**Run 1: wire density map**

The die is cut into 23 by 27 equal tiles; dark purple is low, yellow is high, scaled to the fullest tile. Values are wire area over tile area, all layers added.
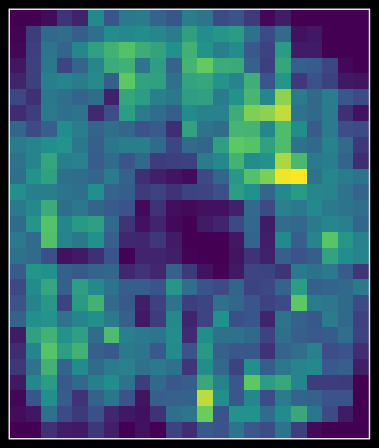
**Run 1: clock wiring as the flow saved it**

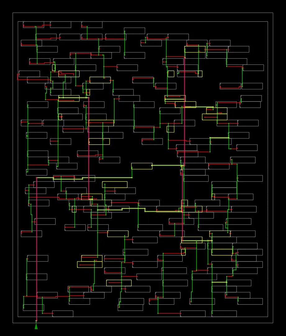
**Run 1: where the registers sit**

Bar = 20 µm.
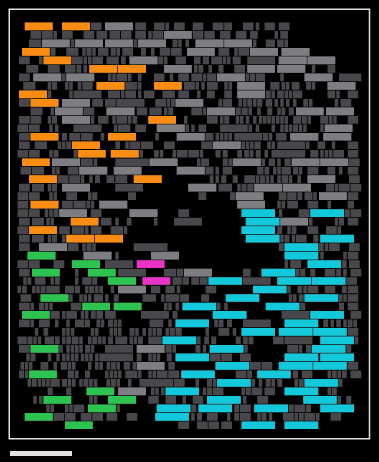
**Run 1: local utilization**

Bar = 20 µm. The die is cut into 11 by 14 equal tiles; dark purple is low, yellow is high, 0 to 100% covered.
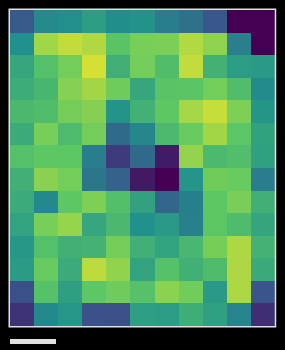
**config.mk**
```make
export PLATFORM = sky130hd
export DESIGN_NAME = ocram_scheduler_flat
export DESIGN_NICKNAME = d
export VERILOG_FILES = /design/src/rtl/ocram_pkg.sv /design/src/rtl/ocram_scheduler_if.sv /design/src/rtl/ocram_skid_fifo.sv /design/src/rtl/ocram_scheduler.sv /design/src/flat_wrapper.sv
export SDC_FILE = /design/constraint.sdc
export NUM_CORES = 1
export LEC_CHECK = 0
export ABC_AREA = 1
export CORE_ASPECT_RATIO = 1.2
export CORE_MARGIN = 2
export CORE_UTILIZATION = 49
export CTS_CLUSTER_SIZE = 8
export DETAILED_ROUTE_END_ITERATION = 12
export PLACE_DENSITY = 0.8
export SETUP_SLACK_MARGIN = 0.2
export SYNTH_ARGS = -nofsm -noshare
export SYNTH_HDL_FRONTEND = slang
export SYNTH_SLANG_ARGS = --single-unit
```
**constraint.sdc**
```tcl
create_clock -name clk -period 5.8 [get_ports clk]
set_input_delay 1.74 -clock clk [delete_from_list [all_inputs] [get_ports clk]]
set_output_delay 1.74 -clock clk [all_outputs]
set_load 0.05 [all_outputs]
```
**src/rtl/ocram_pkg.sv**
```systemverilog
// rtl/ocram_pkg.sv - shared widths, depth and FSM state types for the frame-buffer scheduler
package ocram_pkg;
    localparam int ADDR_W     = 17;
    localparam int DATA_W     = 24;
    localparam int NUM_PIXELS = 102400;

    typedef logic [23:0] pixel_t;
    typedef enum logic [1:0] {S_IDLE, S_SCAN, S_DRAIN} scan_state_t;
    typedef enum logic {C_IDLE, C_RUN} clr_state_t;
endpackage

```
**src/rtl/ocram_scheduler_if.sv**
```systemverilog
// rtl/ocram_scheduler_if.sv - rasterizer, clear, scanout and RAM signals of the scheduler
interface ocram_scheduler_if #(
    parameter int ADDR_W = ocram_pkg::ADDR_W,
    parameter int DATA_W = ocram_pkg::DATA_W
);
    logic              raster_req;
    logic [ADDR_W-1:0] raster_addr;
    logic [DATA_W-1:0] raster_data;
    logic              raster_ack;
    logic              clear_start;
    logic [DATA_W-1:0] clear_color;
    logic              clear_busy;
    logic              frame_start;
    logic              scan_busy;
    logic [DATA_W-1:0] pix_data;
    logic              pix_valid;
    logic              pix_ready;
    logic              pix_last;
    logic              ram_we;
    logic [ADDR_W-1:0] ram_waddr;
    logic [DATA_W-1:0] ram_wdata;
    logic [ADDR_W-1:0] ram_raddr;
    logic [DATA_W-1:0] ram_q;

    // master is the scheduler itself; slave is the surrounding rasterizer/display/RAM side
    modport master (
        input  raster_req, raster_addr, raster_data, clear_start, clear_color,
               frame_start, pix_ready, ram_q,
        output raster_ack, clear_busy, scan_busy, pix_data, pix_valid, pix_last,
               ram_we, ram_waddr, ram_wdata, ram_raddr
    );
    modport slave (
        output raster_req, raster_addr, raster_data, clear_start, clear_color,
               frame_start, pix_ready, ram_q,
        input  raster_ack, clear_busy, scan_busy, pix_data, pix_valid, pix_last,
               ram_we, ram_waddr, ram_wdata, ram_raddr
    );
endinterface

```
**src/rtl/ocram_skid_fifo.sv**
```systemverilog
// rtl/ocram_skid_fifo.sv - fall-through skid FIFO; an empty FIFO presents the pushed word the same cycle
module ocram_skid_fifo #(
    parameter int W     = 25,
    parameter int DEPTH = 2,
    parameter int CNT_W = $clog2(DEPTH + 1)
) (
    input  logic             clk,
    input  logic             rst,
    input  logic             i_push,
    input  logic [W-1:0]     i_push_data,
    input  logic             i_pop,
    output logic [W-1:0]     o_head_data,
    output logic             o_valid,
    output logic [CNT_W-1:0] o_count
);
    localparam int PTR_W = (DEPTH > 1) ? $clog2(DEPTH) : 1;

    logic [W-1:0]     r_mem [DEPTH];
    logic [PTR_W-1:0] r_wr_ptr;
    logic [PTR_W-1:0] r_rd_ptr;
    logic [CNT_W-1:0] r_count;
    logic             w_empty;
    logic             w_wr;
    logic             w_rd;

    function automatic logic [PTR_W-1:0] ptr_inc(input logic [PTR_W-1:0] p);
        return (p == PTR_W'(DEPTH - 1)) ? '0 : p + 1'b1;
    endfunction

    assign w_empty     = (r_count == '0);
    // a word pushed into an empty FIFO and popped in the same cycle is never stored
    assign w_wr        = i_push & ~(w_empty & i_pop);
    assign w_rd        = i_pop & ~w_empty;
    assign o_valid     = ~w_empty | i_push;
    assign o_head_data = w_empty ? i_push_data : r_mem[r_rd_ptr];
    assign o_count     = r_count;

    always_ff @(posedge clk) begin
        if (w_wr) r_mem[r_wr_ptr] <= i_push_data;
    end

    always_ff @(posedge clk or posedge rst) begin
        if (rst) begin
            r_wr_ptr <= '0;
            r_rd_ptr <= '0;
            r_count  <= '0;
        end else begin
            if (w_wr) r_wr_ptr <= ptr_inc(r_wr_ptr);
            if (w_rd) r_rd_ptr <= ptr_inc(r_rd_ptr);
            r_count <= r_count + CNT_W'(w_wr) - CNT_W'(w_rd);
        end
    end
endmodule

```
**src/rtl/ocram_scheduler.sv**
```systemverilog
// rtl/ocram_scheduler.sv - frame-buffer write arbitration, clear fill and scanout read sequencing
// Optional OCRAM_SCHED_RD_BYPASS_EN forwards a colliding write to the scanout stream.
module ocram_scheduler #(
    parameter int NUM_PIXELS = ocram_pkg::NUM_PIXELS,
    parameter int ADDR_W     = ocram_pkg::ADDR_W,
    parameter int DATA_W     = ocram_pkg::DATA_W,
    parameter int SKID_DEPTH = 2
) (
    input logic               clk,
    input logic               rst,
    ocram_scheduler_if.master bus
);
    import ocram_pkg::*;

    localparam logic [ADDR_W-1:0] LAST_ADDR = ADDR_W'(NUM_PIXELS - 1);
    localparam int CNT_W = $clog2(SKID_DEPTH + 1);
    localparam int OCC_W = CNT_W + 1;

    clr_state_t        r_clr_state;
    logic [ADDR_W-1:0] r_clr_addr;
    logic [DATA_W-1:0] r_clr_color;
    logic              r_we;
    logic [ADDR_W-1:0] r_waddr;
    logic [DATA_W-1:0] r_wdata;
    scan_state_t       r_scan_state;
    logic [ADDR_W-1:0] r_rd_addr;
    logic              r_inflight;
    logic              r_inflight_last;

    logic              w_clear_busy;
    logic              w_raster_ack;
    logic              w_in_range;
    logic              w_issue;
    logic              w_pop;
    logic              w_pix_valid;
    logic [DATA_W-1:0] w_push_data;
    logic [DATA_W:0]   w_head;
    logic [CNT_W-1:0]  w_count;
    logic [OCC_W-1:0]  w_occ;
    logic [OCC_W-1:0]  w_lim;

    assign w_clear_busy = (r_clr_state == C_RUN);
    assign w_raster_ack = bus.raster_req & ~w_clear_busy;
    assign w_in_range   = 32'(bus.raster_addr) < NUM_PIXELS;

    always_ff @(posedge clk or posedge rst) begin
        if (rst) begin
            r_clr_state <= C_IDLE;
            r_clr_addr  <= '0;
            r_clr_color <= '0;
        end else begin
            case (r_clr_state)
                C_IDLE: if (bus.clear_start) begin
                    r_clr_color <= bus.clear_color;
                    r_clr_addr  <= '0;
                    r_clr_state <= C_RUN;
                end
                C_RUN: begin
                    if (r_clr_addr == LAST_ADDR) begin
                        r_clr_addr  <= '0;
                        r_clr_state <= C_IDLE;
                    end else begin
                        r_clr_addr <= r_clr_addr + 1'b1;
                    end
                end
                default: r_clr_state <= C_IDLE;
            endcase
        end
    end

    // clear owns the write port outright; out-of-range raster writes are acked but dropped
    always_ff @(posedge clk or posedge rst) begin
        if (rst) begin
            r_we    <= 1'b0;
            r_waddr <= '0;
            r_wdata <= '0;
        end else if (w_clear_busy) begin
            r_we    <= 1'b1;
            r_waddr <= r_clr_addr;
            r_wdata <= r_clr_color;
        end else begin
            r_we <= w_raster_ack & w_in_range;
            if (w_raster_ack) begin
                r_waddr <= bus.raster_addr;
                r_wdata <= bus.raster_data;
            end
        end
    end

    // occupancy counts the read already in flight so the FIFO can never overflow
    assign w_pop   = w_pix_valid & bus.pix_ready;
    assign w_occ   = OCC_W'(w_count) + OCC_W'(r_inflight);
    assign w_lim   = OCC_W'(SKID_DEPTH) + OCC_W'(w_pop);
    assign w_issue = (r_scan_state == S_SCAN) && (w_occ < w_lim);

    always_ff @(posedge clk or posedge rst) begin
        if (rst) begin
            r_scan_state    <= S_IDLE;
            r_rd_addr       <= '0;
            r_inflight      <= 1'b0;
            r_inflight_last <= 1'b0;
        end else begin
            r_inflight      <= w_issue;
            r_inflight_last <= w_issue && (r_rd_addr == LAST_ADDR);
            case (r_scan_state)
                S_IDLE: if (bus.frame_start) begin
                    r_rd_addr    <= '0;
                    r_scan_state <= S_SCAN;
                end
                S_SCAN: if (w_issue) begin
                    if (r_rd_addr == LAST_ADDR) r_scan_state <= S_DRAIN;
                    else                        r_rd_addr    <= r_rd_addr + 1'b1;
                end
                S_DRAIN: if (w_pop && w_head[DATA_W]) r_scan_state <= S_IDLE;
                default: r_scan_state <= S_IDLE;
            endcase
        end
    end

`ifdef OCRAM_SCHED_RD_BYPASS_EN
    logic              r_byp_hit;
    logic [DATA_W-1:0] r_byp_data;

    always_ff @(posedge clk or posedge rst) begin
        if (rst) begin
            r_byp_hit  <= 1'b0;
            r_byp_data <= '0;
        end else begin
            r_byp_hit  <= w_issue && r_we && (r_waddr == r_rd_addr);
            r_byp_data <= r_wdata;
        end
    end

    assign w_push_data = r_byp_hit ? r_byp_data : bus.ram_q;
`else
    assign w_push_data = bus.ram_q;
`endif

    ocram_skid_fifo #(
        .W     (DATA_W + 1),
        .DEPTH (SKID_DEPTH),
        .CNT_W (CNT_W)
    ) u_fifo (
        .clk         (clk),
        .rst         (rst),
        .i_push      (r_inflight),
        .i_push_data ({r_inflight_last, w_push_data}),
        .i_pop       (w_pop),
        .o_head_data (w_head),
        .o_valid     (w_pix_valid),
        .o_count     (w_count)
    );

    assign bus.raster_ack = w_raster_ack;
    assign bus.clear_busy = w_clear_busy;
    assign bus.scan_busy  = (r_scan_state != S_IDLE);
    assign bus.pix_data   = w_head[DATA_W-1:0];
    assign bus.pix_last   = w_pix_valid & w_head[DATA_W];
    assign bus.pix_valid  = w_pix_valid;
    assign bus.ram_we     = r_we;
    assign bus.ram_waddr  = r_waddr;
    assign bus.ram_wdata  = r_wdata;
    assign bus.ram_raddr  = r_rd_addr;
endmodule

```
**src/flat_wrapper.sv**
```systemverilog
// flat-port wrapper written by rule: the top's interface ports become plain ports
module ocram_scheduler_flat import ocram_pkg::*;
#(
    parameter int NUM_PIXELS = ocram_pkg::NUM_PIXELS,
    parameter int ADDR_W     = ocram_pkg::ADDR_W,
    parameter int DATA_W     = ocram_pkg::DATA_W,
    parameter int SKID_DEPTH = 2
)
  (clk, rst, bus_raster_req, bus_raster_addr, bus_raster_data, bus_clear_start, bus_clear_color, bus_frame_start, bus_pix_ready, bus_ram_q, bus_raster_ack, bus_clear_busy, bus_scan_busy, bus_pix_data, bus_pix_valid, bus_pix_last, bus_ram_we, bus_ram_waddr, bus_ram_wdata, bus_ram_raddr);
  ocram_scheduler_if #(.ADDR_W(ADDR_W), .DATA_W(DATA_W)) bus_i ();
  input logic clk;
  input logic rst;
  input wire logic [$bits(bus_i.raster_req)-1:0] bus_raster_req;
  input wire logic [$bits(bus_i.raster_addr)-1:0] bus_raster_addr;
  input wire logic [$bits(bus_i.raster_data)-1:0] bus_raster_data;
  input wire logic [$bits(bus_i.clear_start)-1:0] bus_clear_start;
  input wire logic [$bits(bus_i.clear_color)-1:0] bus_clear_color;
  input wire logic [$bits(bus_i.frame_start)-1:0] bus_frame_start;
  input wire logic [$bits(bus_i.pix_ready)-1:0] bus_pix_ready;
  input wire logic [$bits(bus_i.ram_q)-1:0] bus_ram_q;
  output wire logic [$bits(bus_i.raster_ack)-1:0] bus_raster_ack;
  output wire logic [$bits(bus_i.clear_busy)-1:0] bus_clear_busy;
  output wire logic [$bits(bus_i.scan_busy)-1:0] bus_scan_busy;
  output wire logic [$bits(bus_i.pix_data)-1:0] bus_pix_data;
  output wire logic [$bits(bus_i.pix_valid)-1:0] bus_pix_valid;
  output wire logic [$bits(bus_i.pix_last)-1:0] bus_pix_last;
  output wire logic [$bits(bus_i.ram_we)-1:0] bus_ram_we;
  output wire logic [$bits(bus_i.ram_waddr)-1:0] bus_ram_waddr;
  output wire logic [$bits(bus_i.ram_wdata)-1:0] bus_ram_wdata;
  output wire logic [$bits(bus_i.ram_raddr)-1:0] bus_ram_raddr;
  assign bus_i.raster_req = bus_raster_req;
  assign bus_i.raster_addr = bus_raster_addr;
  assign bus_i.raster_data = bus_raster_data;
  assign bus_i.clear_start = bus_clear_start;
  assign bus_i.clear_color = bus_clear_color;
  assign bus_i.frame_start = bus_frame_start;
  assign bus_i.pix_ready = bus_pix_ready;
  assign bus_i.ram_q = bus_ram_q;
  assign bus_raster_ack = bus_i.raster_ack;
  assign bus_clear_busy = bus_i.clear_busy;
  assign bus_scan_busy = bus_i.scan_busy;
  assign bus_pix_data = bus_i.pix_data;
  assign bus_pix_valid = bus_i.pix_valid;
  assign bus_pix_last = bus_i.pix_last;
  assign bus_ram_we = bus_i.ram_we;
  assign bus_ram_waddr = bus_i.ram_waddr;
  assign bus_ram_wdata = bus_i.ram_wdata;
  assign bus_ram_raddr = bus_i.ram_raddr;
  ocram_scheduler #(.NUM_PIXELS(NUM_PIXELS), .ADDR_W(ADDR_W), .DATA_W(DATA_W), .SKID_DEPTH(SKID_DEPTH)) u_core (.clk(clk), .rst(rst), .bus(bus_i));
endmodule
```
==> ci_impl_report.md, run 1 <==
### Metrics collected by this job

| Metric | Value |
|---|---|
| FFs & Latches | `159` |
| Switch Pwr | `roughly 0.0017 W` |
| Die width | `~110 µm` |
| WHS | `approximately 0.48 ns` |
| Synth warn | `0` |
| Yosys top cell by area | `dfrtp_1` |
| Slew @ Worst Pin | `1.102 ns` |
| Top cells excl fill/tap | `nand2_1 (243), clkdlybuf4s50_1 (181), dfrtp_1 (109), nand3_1 (67), nor2_1 (62)` |
| Clock skew | `0.007342 ns` |
| Clk pwr share | `27.9%` |
| Clock transition at path regs | `around 0.060 ns` |
| Non-Filler Instances | `between 1000 and 1500` |
| Post-route setup TNS | `0 ns` |
| Filler cells | `roughly 1100` |
| Placer's final routability congestion estimate | `slightly below 0.9` |
| Slowest-stage cell, CP | `clkdlybuf4s50_1` |
| Met1 wire length | `roughly 7.4 mm` |
| Critical Path Sink | `bus_pix_data[3]` |
| Combinational power share | `39.2%` |
| Clock sink total | `159` |
| DP Worst Slack | `around 0.69 ns` |
| Root Buffer Master | `clkbuf_16` |
| Ys cells | `roughly 780` |
| Routed length on met3 | `just over 900 µm` |
| Count leader, synth | `nand2_1` |
| IO Pins | `183` |
| Post-Syn Nets | `between 800 and 900` |
| Leading cell kind | `sequential cells` |
| Most used cell, CP | `clkdlybuf4s50_1` |
| Unique cell types | `39` |
| Final wirelength | `roughly 18 mm` |
| Yosys xor share | `roughly 2.3%` |
| Seq pwr | `0.00142 W` |
| Post-layout util | `roughly 68%` |
| Critical path buffers and inverters | `2` |
| Core footprint | `14410 µm²` |
| Compound-Gate Fraction of Synth Area | `slightly above 7%` |
| Clk tree area frac | `between 6 and 7%` |
| Comb gate area | `about 2700 µm²` |
| Status | `finished, final reports clean` |
| Die height | `approximately 140 µm` |
| Hold crit path type | `reg -> reg` |
| Initial DRC Count | `roughly 380` |
| Nets | `around 1100` |
| Area leader share | `between 30% and 40%` |
| Layout cell share with drive strength beyond 1 | `about 7.5%` |
-- 'wire density map' (at the start) --
mean over tiles: 0.18
emptiest ninth of the die: middle
densest ninth of the die: top middle
tiles over half the peak: 17%
nearly empty tiles: 5.8%

-- 'clock wiring as the flow saved it' (at the start) --
CTS buffer count: 17
Worst-Skew Late Latency: 0.42 ns

-- 'where the registers sit' (at the start) --
legend:
  cyan:
    name_in_the_netlist: `u_core.u_fifo.r_mem`
    sequential_cells: 50
  orange:
    name_in_the_netlist: `u_core.r_clr_color`
    sequential_cells: 24
  green:
    name_in_the_netlist: `u_core.bus.ram_raddr`
    sequential_cells: 17
  magenta:
    name_in_the_netlist: `u_core.u_fifo.o_count`
    sequential_cells: 2

-- 'local utilization' (at the start) --
tiles over 75% full: 29%
mean over tiles: 61%
emptiest ninth of the die: middle
nearly empty tiles: 2.6%

--- run 2 (diff from run 1) ---
Settings changed: CORE_UTILIZATION 49 to 45, PLACE_DENSITY 0.8 to 0.74, REMOVE_ABC_BUFFERS set to 1.
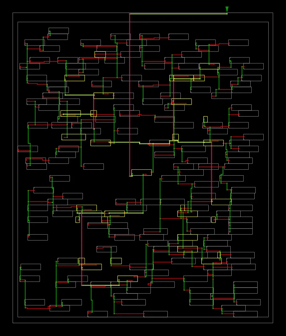
**Above:** run 2 (clock wiring as the flow saved it).
clock buffers: 22
clock sink total: 159

==> run 2 against run 1 <==
Net effect:
- combinational power about the same
- register-to-register slack improved by 0.21 ns
- worst hold slack got worse by 0.0051 ns
- synthesized cell count unchanged
- clock-buffer cell count increased by 1
- sequential share of layout area unchanged
- critical path depth is the same
- final cell count up 3.0%
- clock power shrank 9%
==> ci_impl_report.md, run 2 <==
### Metrics collected by this job

| Metric | Value |
|---|---|
| Critical path buffers and inverters | `2 (unchanged)` |
| Yosys top cell by area | `dfrtp_1 (unchanged)` |
| Compound-Gate Fraction of Synth Area | `7.202% (unchanged)` |
| Clk tree area frac | `5.882% (was 6.377%)` |
| Nets | `1062 (was 1061)` |
| Post-layout util | `62.85% (was 68.47%)` |
| Clock skew | `0.01090 ns (was 0.007342 ns)` |
| Seq pwr | `0.00142 W (about the same)` |
| Combinational power share | `40.1% (was 39.2%)` |
| DP Worst Slack | `0.7052 ns (was 0.6938 ns)` |
| Clk pwr share | `26.1% (was 27.9%)` |
| Leading cell kind | `sequential cells (unchanged)` |
| Die height | `143.0 µm (was 137.2 µm)` |
| Slew @ Worst Pin | `0.9577 ns (was 1.102 ns)` |
| Slowest-stage cell, CP | `clkdlybuf4s50_1 (unchanged)` |
| Filler cells | `1361 (was 1127)` |
| Synth warn | `0 (unchanged)` |
| Post-route setup TNS | `0 ns (unchanged)` |
| Core footprint | `15700 µm² (was 14410 µm²)` |
| Critical Path Sink | `bus_pix_data[20] (was bus_pix_data[3])` |
| Comb gate area | `2695 µm² (unchanged)` |
| Met1 wire length | `7.633 mm (was 7.400 mm)` |
| Status | `finished, final reports clean (unchanged)` |
| Layout cell share with drive strength beyond 1 | `7.906% (was 7.503%)` |
| Top cells excl fill/tap | `nand2_1 (243), clkdlybuf4s50_1 (181), dfrtp_1 (109), nand3_1 (67), nor2_1 (62) (unchanged)` |
--- run 3 (diff from run 2) ---
Settings changed: CTS_CLUSTER_DIAMETER set to 100.
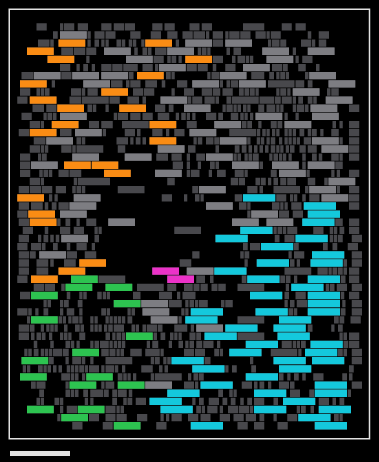
**Above:** run 3 (where the registers sit).
Bar = 20 µm.
legend:
  orange:
    name_in_the_netlist: `u_core.r_clr_color`
    sequential_cells: 24
  cyan:
    name_in_the_netlist: `u_core.u_fifo.r_mem`
    sequential_cells: 50
  green:
    name_in_the_netlist: `u_core.bus.ram_raddr`
    sequential_cells: 17
    where: bottom left
  magenta:
    name_in_the_netlist: `u_core.u_fifo.o_count`
    sequential_cells: 2
not colored: 66

==> run 3 against run 2 <==
Net effect:
- global-route usage unchanged
- sequential share of layout area unchanged
- final cell count unchanged
- first-iteration DRC count unchanged
- clock-buffer cell count unchanged
- register-to-register slack about the same
- power unchanged
- worst hold slack unchanged
- wire length unchanged
- cell area unchanged
- sequential power about the same
- critical endpoint unchanged
- largest cell class unchanged
- largest power group unchanged
==> ci_impl_report.md, run 3 <==
### Metrics collected by this job

| Metric | Value |
|---|---|
| Clock transition at path regs | `0.06 ns (about the same)` |
| Placer's final routability congestion estimate | `0.8613 (unchanged)` |
| Yosys xor share | `2.297% (unchanged)` |
| Nets | `1062 (unchanged)` |
| Unique cell types | `39 (unchanged)` |
| Slowest-stage cell, CP | `clkdlybuf4s50_1 (unchanged)` |
| CTS buffer count | `17 (unchanged)` |
| Core footprint | `15700 µm² (unchanged)` |
| Critical path buffers and inverters | `2 (unchanged)` |
| Clock skew | `0.01090 ns (unchanged)` |
| Most used cell, CP | `clkdlybuf4s50_1 (unchanged)` |
| Post-route setup TNS | `0 ns (unchanged)` |
| WHS | `0.4731 ns (unchanged)` |
| Combinational power share | `40.1% (about the same)` |
| Switch Pwr | `0.001669 W (unchanged)` |
| Ys cells | `780 (unchanged)` |
| Count leader, synth | `nand2_1 (unchanged)` |
| Clock buffers | `22 (unchanged)` |
| Filler cells | `1361 (unchanged)` |
| Clock sink total | `159 (unchanged)` |
| FFs & Latches | `159 (unchanged)` |
| Leading cell kind | `sequential cells (unchanged)` |
| Worst-Skew Late Latency | `0.42 ns (about the same)` |
| Slew @ Worst Pin | `0.9577 ns (unchanged)` |
| Clk tree area frac | `5.882% (unchanged)` |
| Non-Filler Instances | `1182 (unchanged)` |
| DP Worst Slack | `0.7052 ns (unchanged)` |
| Post-layout util | `62.85% (unchanged)` |
| Status | `finished, final reports clean (unchanged)` |
| Die height | `143.0 µm (unchanged)` |
| Final wirelength | `17.71 mm (unchanged)` |
| IO Pins | `183 (unchanged)` |
No activity file was given, so power comes from the tool's default toggle rates.
